$ cat config.mk
export PLATFORM = sky130hd
export DESIGN_NAME = pixel_alu_stream
export DESIGN_NICKNAME = d
export VERILOG_FILES = /design/src/rtl/pixel_alu_stream.sv
export SDC_FILE = /design/constraint.sdc
export NUM_CORES = 1
export LEC_CHECK = 0
export CAP_MARGIN = 10
export CORE_MARGIN = 1
export CORE_UTILIZATION = 43
export DETAILED_ROUTE_END_ITERATION = 10
export PLACE_DENSITY = 0.58
export SLEW_MARGIN = 10
export SYNTH_ARGS = -nofsm -noshare
export SYNTH_HDL_FRONTEND = slang
export SYNTH_SLANG_ARGS = --single-unit
$ cat constraint.sdc
create_clock -name clk -period 12 [get_ports clk]
set_input_delay 2.4 -clock clk [delete_from_list [all_inputs] [get_ports clk]]
set_output_delay 2.4 -clock clk [all_outputs]
set_load 0.005 [all_outputs]
$ cat src/rtl/pixel_alu_stream.sv
// Two-stage valid/ready pixel ALU: invert, contrast, threshold, brightness, passthrough.
// Keeps a saturating count of output pixels that had at least one clamped channel.
module pixel_alu_stream #(
  parameter int unsigned CH_W       = 4,
  parameter int unsigned NUM_CH     = 3,
  parameter int unsigned GAIN_RST   = 6,
  parameter int unsigned THRESH_RST = 6,
  parameter int unsigned CNT_W      = 16,
  localparam int unsigned PIX_W     = CH_W * NUM_CH
) (
  input  logic               clk,
  input  logic               rst_n,
  input  logic               in_valid,
  output logic               in_ready,
  input  logic [PIX_W-1:0]   in_pixel,
  input  logic [2:0]         in_func,
  input  logic               in_last,
  output logic               out_valid,
  input  logic               out_ready,
  output logic [PIX_W-1:0]   out_pixel,
  output logic               out_last,
  input  logic               cfg_load,
  input  logic [3:0]         cfg_gain,
  input  logic [CH_W-1:0]    cfg_thresh,
  input  logic [CH_W:0]      cfg_bright,
  input  logic               cnt_clr,
  output logic [CNT_W-1:0]   sat_cnt
);

  localparam int unsigned IW = CH_W + 6;
  localparam logic signed [IW-1:0] MID  = IW'(2 ** (CH_W - 1));
  localparam logic signed [IW-1:0] MAXV = IW'(2 ** CH_W - 1);

  typedef enum logic [2:0] {
    OP_INV = 3'b000,
    OP_CON = 3'b001,
    OP_THR = 3'b010,
    OP_BRI = 3'b011
  } op_e;

  generate
    if (CH_W < 2 || CH_W > 8) begin : g_bad_ch_w
      $error("pixel_alu_stream: CH_W must be in 2..8");
    end
  endgenerate

  function automatic logic [CH_W-1:0] clamp(input logic signed [IW-1:0] x);
    if (x < 0)          return '0;
    else if (x > MAXV)  return '1;
    else                return x[CH_W-1:0];
  endfunction

  function automatic logic out_of_range(input logic signed [IW-1:0] x);
    return (x < 0) || (x > MAXV);
  endfunction

  // Active configuration
  logic [3:0]             gain;
  logic [CH_W-1:0]        thresh;
  logic signed [CH_W:0]   bright;

  always_ff @(posedge clk) begin
    if (!rst_n) begin
      gain   <= 4'(GAIN_RST);
      thresh <= CH_W'(THRESH_RST);
      bright <= '0;
    end else if (cfg_load) begin
      gain   <= cfg_gain;
      thresh <= cfg_thresh;
      bright <= cfg_bright;
    end
  end

  // Handshake
  logic s1_valid;
  logic s1_adv;
  logic s2_adv;

  assign s2_adv   = ~out_valid | out_ready;
  assign s1_adv   = ~s1_valid | s2_adv;
  assign in_ready = s1_adv;

  // Contrast and brightness use the config at accept time, so both are
  // evaluated before the S1 register; only thresh has to travel with the pixel.
  logic signed [IW-1:0] gain_s;
  logic signed [IW-1:0] bright_s;
  logic signed [IW-1:0] con_c [NUM_CH];
  logic signed [IW-1:0] bri_c [NUM_CH];

  assign gain_s   = $signed({{(IW-4){1'b0}}, gain});
  assign bright_s = $signed({{(IW-CH_W-1){bright[CH_W]}}, bright});

  always_comb begin
    logic signed [IW-1:0] vs;
    vs    = '0;
    con_c = '{default: '0};
    bri_c = '{default: '0};
    for (int unsigned c = 0; c < NUM_CH; c++) begin
      vs       = $signed({{(IW-CH_W){1'b0}}, in_pixel[c*CH_W +: CH_W]});
      con_c[c] = (((vs - MID) * gain_s) >>> 2) + MID;
      bri_c[c] = vs + bright_s;
    end
  end

  // Stage 1
  logic [PIX_W-1:0]     s1_pixel;
  logic [2:0]           s1_func;
  logic                 s1_last;
  logic [CH_W-1:0]      s1_thresh;
  logic signed [IW-1:0] s1_con [NUM_CH];
  logic signed [IW-1:0] s1_bri [NUM_CH];

  always_ff @(posedge clk) begin
    if (!rst_n) begin
      s1_valid <= 1'b0;
    end else if (s1_adv) begin
      s1_valid <= in_valid;
    end
  end

  always_ff @(posedge clk) begin
    if (in_valid && s1_adv) begin
      s1_pixel  <= in_pixel;
      s1_func   <= in_func;
      s1_last   <= in_last;
      s1_thresh <= thresh;
      for (int unsigned c = 0; c < NUM_CH; c++) begin
        s1_con[c] <= con_c[c];
        s1_bri[c] <= bri_c[c];
      end
    end
  end

  // Stage 2 result selection and clamping
  logic [PIX_W-1:0] s2_pix_c;
  logic             s2_sat_c;

  always_comb begin
    logic [CH_W-1:0] v;
    v        = '0;
    s2_pix_c = '0;
    s2_sat_c = 1'b0;
    for (int unsigned c = 0; c < NUM_CH; c++) begin
      v = s1_pixel[c*CH_W +: CH_W];
      case (s1_func)
        OP_INV: s2_pix_c[c*CH_W +: CH_W] = ~v;
        OP_CON: begin
          s2_pix_c[c*CH_W +: CH_W] = clamp(s1_con[c]);
          s2_sat_c |= out_of_range(s1_con[c]);
        end
        OP_THR: s2_pix_c[c*CH_W +: CH_W] = (v > s1_thresh) ? '1 : '0;
        OP_BRI: begin
          s2_pix_c[c*CH_W +: CH_W] = clamp(s1_bri[c]);
          s2_sat_c |= out_of_range(s1_bri[c]);
        end
        default: s2_pix_c[c*CH_W +: CH_W] = v;
      endcase
    end
  end

  logic s2_sat;

  always_ff @(posedge clk) begin
    if (!rst_n) begin
      out_valid <= 1'b0;
      out_pixel <= '0;
      out_last  <= 1'b0;
      s2_sat    <= 1'b0;
    end else if (s2_adv) begin
      out_valid <= s1_valid;
      if (s1_valid) begin
        out_pixel <= s2_pix_c;
        out_last  <= s1_last;
        s2_sat    <= s2_sat_c;
      end
    end
  end

  // Saturation event counter; clear wins over a coincident increment
  always_ff @(posedge clk) begin
    if (!rst_n) begin
      sat_cnt <= '0;
    end else if (cnt_clr) begin
      sat_cnt <= '0;
    end else if (out_valid && out_ready && s2_sat && (sat_cnt != '1)) begin
      sat_cnt <= sat_cnt + 1'b1;
    end
  end

endmodule

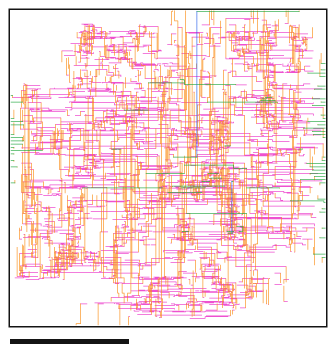
Run 1: metal layers overlaid
Scale bar: 50 um.
orange -> met2  # wire length 6980 um
green -> met3  # wire length 534 um
blue -> met4  # wire length 83.0 um
magenta -> met1  # wire length 7630 um

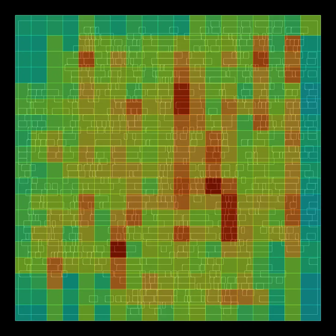
Run 1: track usage over the die
met3 GRT Util: 3.563%
routed len/inst: 15.42 um
GRT Total Usage: 18.18%

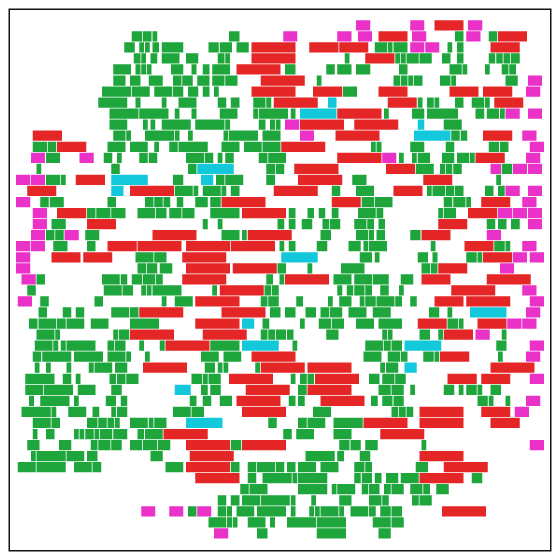
Run 1: placement by cell class
red -> flip-flops  # cells 110
cyan -> clock drivers and dummy loads  # cells 16
magenta -> other buffers and delay cells  # cells 66
green -> all other logic  # cells 574
Seq area share: 33.42%
final instance area: 8536 um^2
Row Count: 47

==> flow_summary_export.csv, run 1 <==
group,metric,value,unit
worst_hold_path,worstHoldStart,"thresh[1]",
clocking,root_buffer,"clkbuf_16",
pwr,p_per_area,131.0,nW/um^2
final_layout,nMultiInputCombCells,492,
final_layout,dominant-cell-class,"multi-input combinational cells",
pwr,p_leak,3.552,nW
final_layout,fin_nets,903,
final_timing,worst_slew_pin_slew,0.9887,ns
pwr,power,1.119,mW
clocking,post_cts_buffers,0,
pwr,power.switching,346.2,uW
worst_setup_path,setup.worst_path.end,"in_ready",
synth,fa_ha_area_share,21.51,%
final_layout,largest_reg_flops,27,
worst_setup_path,cpMostUsedCell,"clkdlybuf4s50_1",
synth,simple_gate_area_share,13.35,%
synth,synthCells,699,
worst_setup_path,cp-start-kind,"primary input",
drt,drtIter0Drc,278,
drt,met2RoutedLength,6975,um
worst_hold_path,min_path_type,"flop to flop",
place,dp_slack,5.675,ns
drt,antenna_left,0,
synth,fp_nets,841,
drt,wirelength,15220,um
final_layout,clock_buffers,9,
synth,yosys_warnings,0,
final_layout,post-route-util,51.29,%
synth,post-synth-top-area-cell,"edfxtp_1",
final_timing,setup_viol,0,
final_timing,fin_tns_setup,0,ns
synth,postSynthSeqShare,38.68,%
final_layout,comb_share,48.70,%
drt,avgViaCountPerCell,5.180,
final_timing,finalCriticalPeriod,6.087,ns
floorplanning,ios,66,
clocking,cts_made_buffers,9,
final_layout,reg.largest.list,"s1_con (27), s1_bri (18), sat_cnt (16)",
clocking,cts_tree,"built",
pwr,p_int,772.4,uW
pwr,comb_power_share,30.3,%
run,log.warning_count,27,
outcome,outcome,"finished, final reports clean",
final_timing,finClkSkew,0.007841,ns
clocking,ctsHoldBuffers,0,
synth,postSynthAreaPerCell,10.55,um^2
worst_setup_path,cp_max_fo,5,
synth,synth-edff-count,65,
worst_setup_path,path_class,"primary input to output port",
clocking,path_clk_slew,0.07,ns
final_layout,n_fill_cell,1513,
global_routing,globalRoute.totalOverflow,0,
final_layout,design.seq.count,110,
synth,synthArstFlopShare,0,%
synth,xor_share,5.344,%
drt,met1_length,7628,um
worst_setup_path,reg2reg_depth,14,
global_routing,grt_max_degree,66,
clocking,clk_latency,0.35,ns
final_timing,hold_ws,0.4339,ns
clocking,ctsResizeCount,0,
floorplanning,taps,220,
pwr,powerComb,338,uW
synth,ff_type,"edfxtp_1",
final_timing,finalHoldViolCount,0,
pwr,switching_share,30.95,%
floorplanning,die_w,133.0,um
worst_hold_path,min_path_cells,0,
worst_setup_path,worst-path-stages,4,
global_routing,antenna_found_initial,0,
global_routing,grt_pass1_vias,5008,
drt,dr.pass1.iters,4,
worst_setup_path,ff2ff_setup_slack,7.98,ns
synth,ys.flops,110,
final_layout,most-common-layout-cells,"inv_1 (82), ha_1 (74), clkdlybuf4s50_1 (65), edfxtp_1 (65), dfxtp_1 (45)",
pwr,seqPwrFrac,44.4,%
place,placed_cell_area,8250,um^2
synth,compound_area_share,14.10,%
final_layout,lay_top_count,"inv_1",
worst_setup_path,crit_chain,"clkdlybuf4s50_1 -> nor2b_1 -> nand2_1 -> clkdlybuf4s50_1",
final_layout,synthToLayoutAreaGrowth,15.74,%
clocking,clock_sinks,110,
global_routing,busiest_layer,"met2",
synth,mux_area_share,2.036,%
pwr,power_frac_clock,25.3,%
final_timing,setup_slack,5.913,ns
pwr,p_seq,497,uW
global_routing,grt_use_met1,25.07,%
worst_setup_path,path_buffers,2,
synth,synthDistinctLibCells,59,
synth,synthTopCellsByArea,"edfxtp_1 (26%), ha_1 (13%), dfxtp_1 (12%)",
floorplanning,dieArea,17680,um^2
clocking,htree_levels,3,
floorplanning,die_height,133.0,um
drt,route.detailed.drc,0,
pwr,power_leader,"sequential cells",
drt,vias,5113,
final_layout,clkCellAreaFrac,3.313,%
synth,topCombFamilyByArea,"adder cells",
pwr,p_clk,283,uW
final_layout,diodes,1,
final_timing,slew_viol_final,0,
worst_setup_path,endpoint_kind,"output port",
place,port_buffers,65,
synth,yosysMostFrequentCell,"inv_1",
worst_setup_path,cp_slowest_cell,"clkdlybuf4s50_1",
synth,top_cell_area_share,26.47,%
final_layout,inverters,82,
run,max_cap_viol_count,0,
pwr,ir_drop,0.07848,mV
worst_setup_path,cp_data_required_time,9.60,ns
final_layout,largest-register,"s1_con",
final_layout,instances_no_fill,987,
drt,wl_met3,534,um
synth,syn_area,7375,um^2
final_timing,slew_headroom,33.88,%
floorplanning,design.core.area,16640,um^2
worst_setup_path,crit_family,"buffers and inverters",
final_layout,flop_area,2853,um^2
worst_setup_path,slowest_delay,0.45,ns
Run 1, wiring heat map:
Scale bar: 50 um. 27 x 27 tiles, from dark blue (low) to red (high), scaled to the fullest tile. Values are wire area over tile area, all layers added.
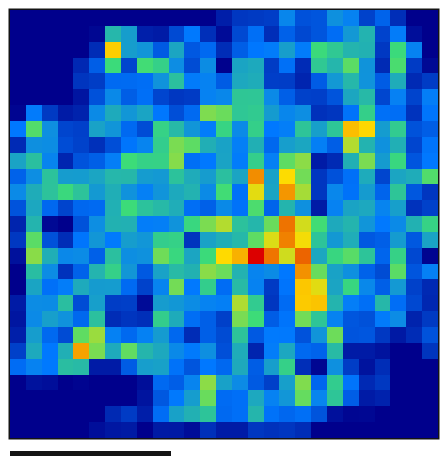

==> run 2: changes to the inputs <==
PLACE_DENSITY = 0.61   (was 0.58)
clock period = 5.1 ns   (was 12 ns; I/O delays follow)
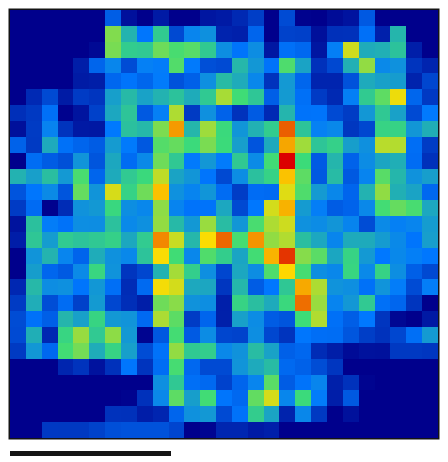
Run 2: wiring heat map
Scale bar: 50 um. 27 x 27 tiles, from dark blue (low) to red (high), scaled to the fullest tile. Values are wire area over tile area, all layers added.
nearly empty tiles = 15%
emptiest ninth of the die = bottom right
tiles over half the peak = 13%
mean over tiles = 0.14

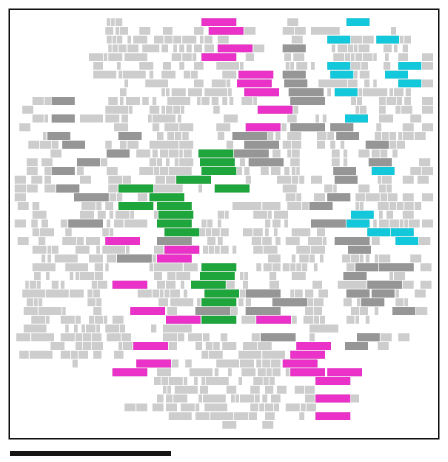
Run 2: sequential cells coloured by netlist name
Scale bar: 50 um. Other sequential cells in the stronger grey, the rest of the logic in the fainter grey.
magenta -> `s1_con`  # placed flops 27
green -> `s1_bri`  # placed flops 18, where middle
cyan -> `sat_cnt`  # placed flops 16

==> run 2 against run 1 <==
First-iteration DRC count fell by 6.1%. Critical path depth grew 11. Final area hardly changed. Power is 130% higher. Clock power up 130%. Die size is the same. Final cell count did not move. Global-route usage increased by 0.68 points. Core utilization is essentially flat. Non-clock buffer count rose by 1. Largest cell class unchanged. Largest power group unchanged. Highest routed layer unchanged.
==> flow_summary_export.csv, run 2 <==
group,metric,value,unit
worst_setup_path,ff2ff_setup_slack,1.04,ns
synth,xor_share,5.344,%
clocking,clock_sinks,110,
global_routing,use_met3,2.222,%
final_timing,finalHoldViolCount,0,
final_layout,reg.largest.list,"s1_con (27), s1_bri (18), sat_cnt (16)",
global_routing,antenna_found_initial,0,
worst_setup_path,reg2reg_depth,14,
pwr,power,2.627,mW
final_timing,setup_slack,0.4777,ns
pwr,p_clk,652,uW
worst_setup_path,cp-start-kind,"primary input",
drt,drtIter0Drc,261,
final_layout,final_area,8532,um^2
pwr,p_int,1.815,mW
synth,ys.flops,110,
place,placed_cell_area,8258,um^2
synth,synthCells,699,
clocking,post_cts_buffers,0,
final_layout,clkCellAreaFrac,3.212,%
pwr,p_per_area,307.9,nW/um^2
final_timing,slew_viol_final,0,
global_routing,grt_max_degree,42,
final_layout,clock_buffers,10,
final_layout,n_fill_cell,1479,
clocking,root_buffer,"clkbuf_16",
worst_hold_path,min_path_type,"flop to flop",
synth,synthArstFlopShare,0,%
final_timing,slew_headroom,34.04,%
drt,met1_length,7150,um
synth,postSynthAreaPerCell,10.55,um^2
final_timing,finalCriticalPeriod,4.622,ns
synth,yosysMostFrequentCell,"inv_1",
final_layout,dominant-cell-class,"multi-input combinational cells",
worst_setup_path,cp_slowest_cell,"clkdlybuf4s50_1",
place,dp_slack,0.1208,ns
pwr,powerComb,806,uW
drt,antenna_left,0,
final_layout,nMultiInputCombCells,492,
worst_setup_path,path_class,"primary input to flop",
final_layout,diodes,0,
clocking,path_clk_slew,0.07,ns
pwr,p_seq,1.17,mW
global_routing,busiest_layer,"met2",
final_timing,setup_viol,0,
final_timing,worst_slew_pin_slew,0.9874,ns
worst_setup_path,crit_chain,"clkdlybuf4s50_1 -> and2_1 -> ha_1 -> inv_1 -> fa_1 -> fa_1 -> inv_1 -> ha_1 -> nor2b_1 -> o31ai_1 -> a21boi_1 -> ha_1 -> inv_1 -> nor3b_2 -> xnor2_1",
worst_setup_path,crit_family,"adder cells",
worst_setup_path,setup.worst_path.end,"s1_con[0][27]",
final_layout,synthToLayoutAreaGrowth,15.69,%
global_routing,grt_use_met1,24.55,%
drt,wirelength,15540,um
worst_setup_path,worst-path-stages,15,
worst_setup_path,path_buffers,4,
final_layout,design.seq.count,110,
final_layout,inverters,82,
worst_hold_path,worstHoldStart,"thresh[0]",
drt,wl_met3,701,um
final_layout,largest_reg_flops,27,
global_routing,grt_use_total,18.86,%
final_layout,fin_nets,904,
final_layout,flop_area,2853,um^2
run,log.warning_count,27,
run,max_cap_viol_count,0,
worst_setup_path,slowest_delay,0.51,ns
final_layout,comb_share,48.72,%
drt,route.detailed.drc,0,
pwr,seqPwrFrac,44.5,%
clocking,cts_tree,"built",
floorplanning,taps,220,
floorplanning,die_height,133.0,um
synth,postSynthSeqShare,38.68,%
final_timing,hold_ws,0.4412,ns
synth,simple_gate_area_share,13.35,%
synth,synthTopCellsByArea,"edfxtp_1 (26%), ha_1 (13%), dfxtp_1 (12%)",
pwr,switching_share,30.91,%
floorplanning,design.core.area,16640,um^2
synth,synth-edff-count,65,
worst_setup_path,endpoint_kind,"flop",
synth,top_cell_area_share,26.47,%
synth,yosys_warnings,0,
drt,dr.pass1.iters,4,
final_timing,finClkSkew,0.01087,ns
floorplanning,ios,66,
final_layout,largest-register,"s1_con",
floorplanning,dieArea,17680,um^2
final_layout,lay_top_count,"inv_1",
final_layout,instances_no_fill,987,
synth,fa_ha_area_share,21.51,%
final_layout,most-common-layout-cells,"inv_1 (82), ha_1 (74), clkdlybuf4s50_1 (65), edfxtp_1 (65), dfxtp_1 (45)",
final_layout,post-route-util,51.27,%
synth,syn_area,7375,um^2
pwr,ir_drop,0.1590,mV
worst_setup_path,cp_max_fo,7,
pwr,power.switching,812.0,uW
clocking,clk_latency,0.35,ns
synth,mux_area_share,2.036,%
final_timing,fin_tns_setup,0,ns
drt,wl_per_cell,15.75,um
drt,met2RoutedLength,7491,um
worst_hold_path,min_path_cells,0,
pwr,p_leak,3.552,nW
clocking,htree_levels,3,
clocking,ctsHoldBuffers,0,
pwr,power_frac_clock,24.8,%
synth,topCombFamilyByArea,"adder cells",
pwr,power_leader,"sequential cells",
drt,avgViaCountPerCell,5.288,
drt,vias,5219,
synth,fp_nets,841,
worst_setup_path,cp_data_required_time,5.19,ns
clocking,ctsResizeCount,0,
outcome,outcome,"finished, final reports clean",
floorplanning,die_w,133.0,um
Power and IR drop assume default switching activity.
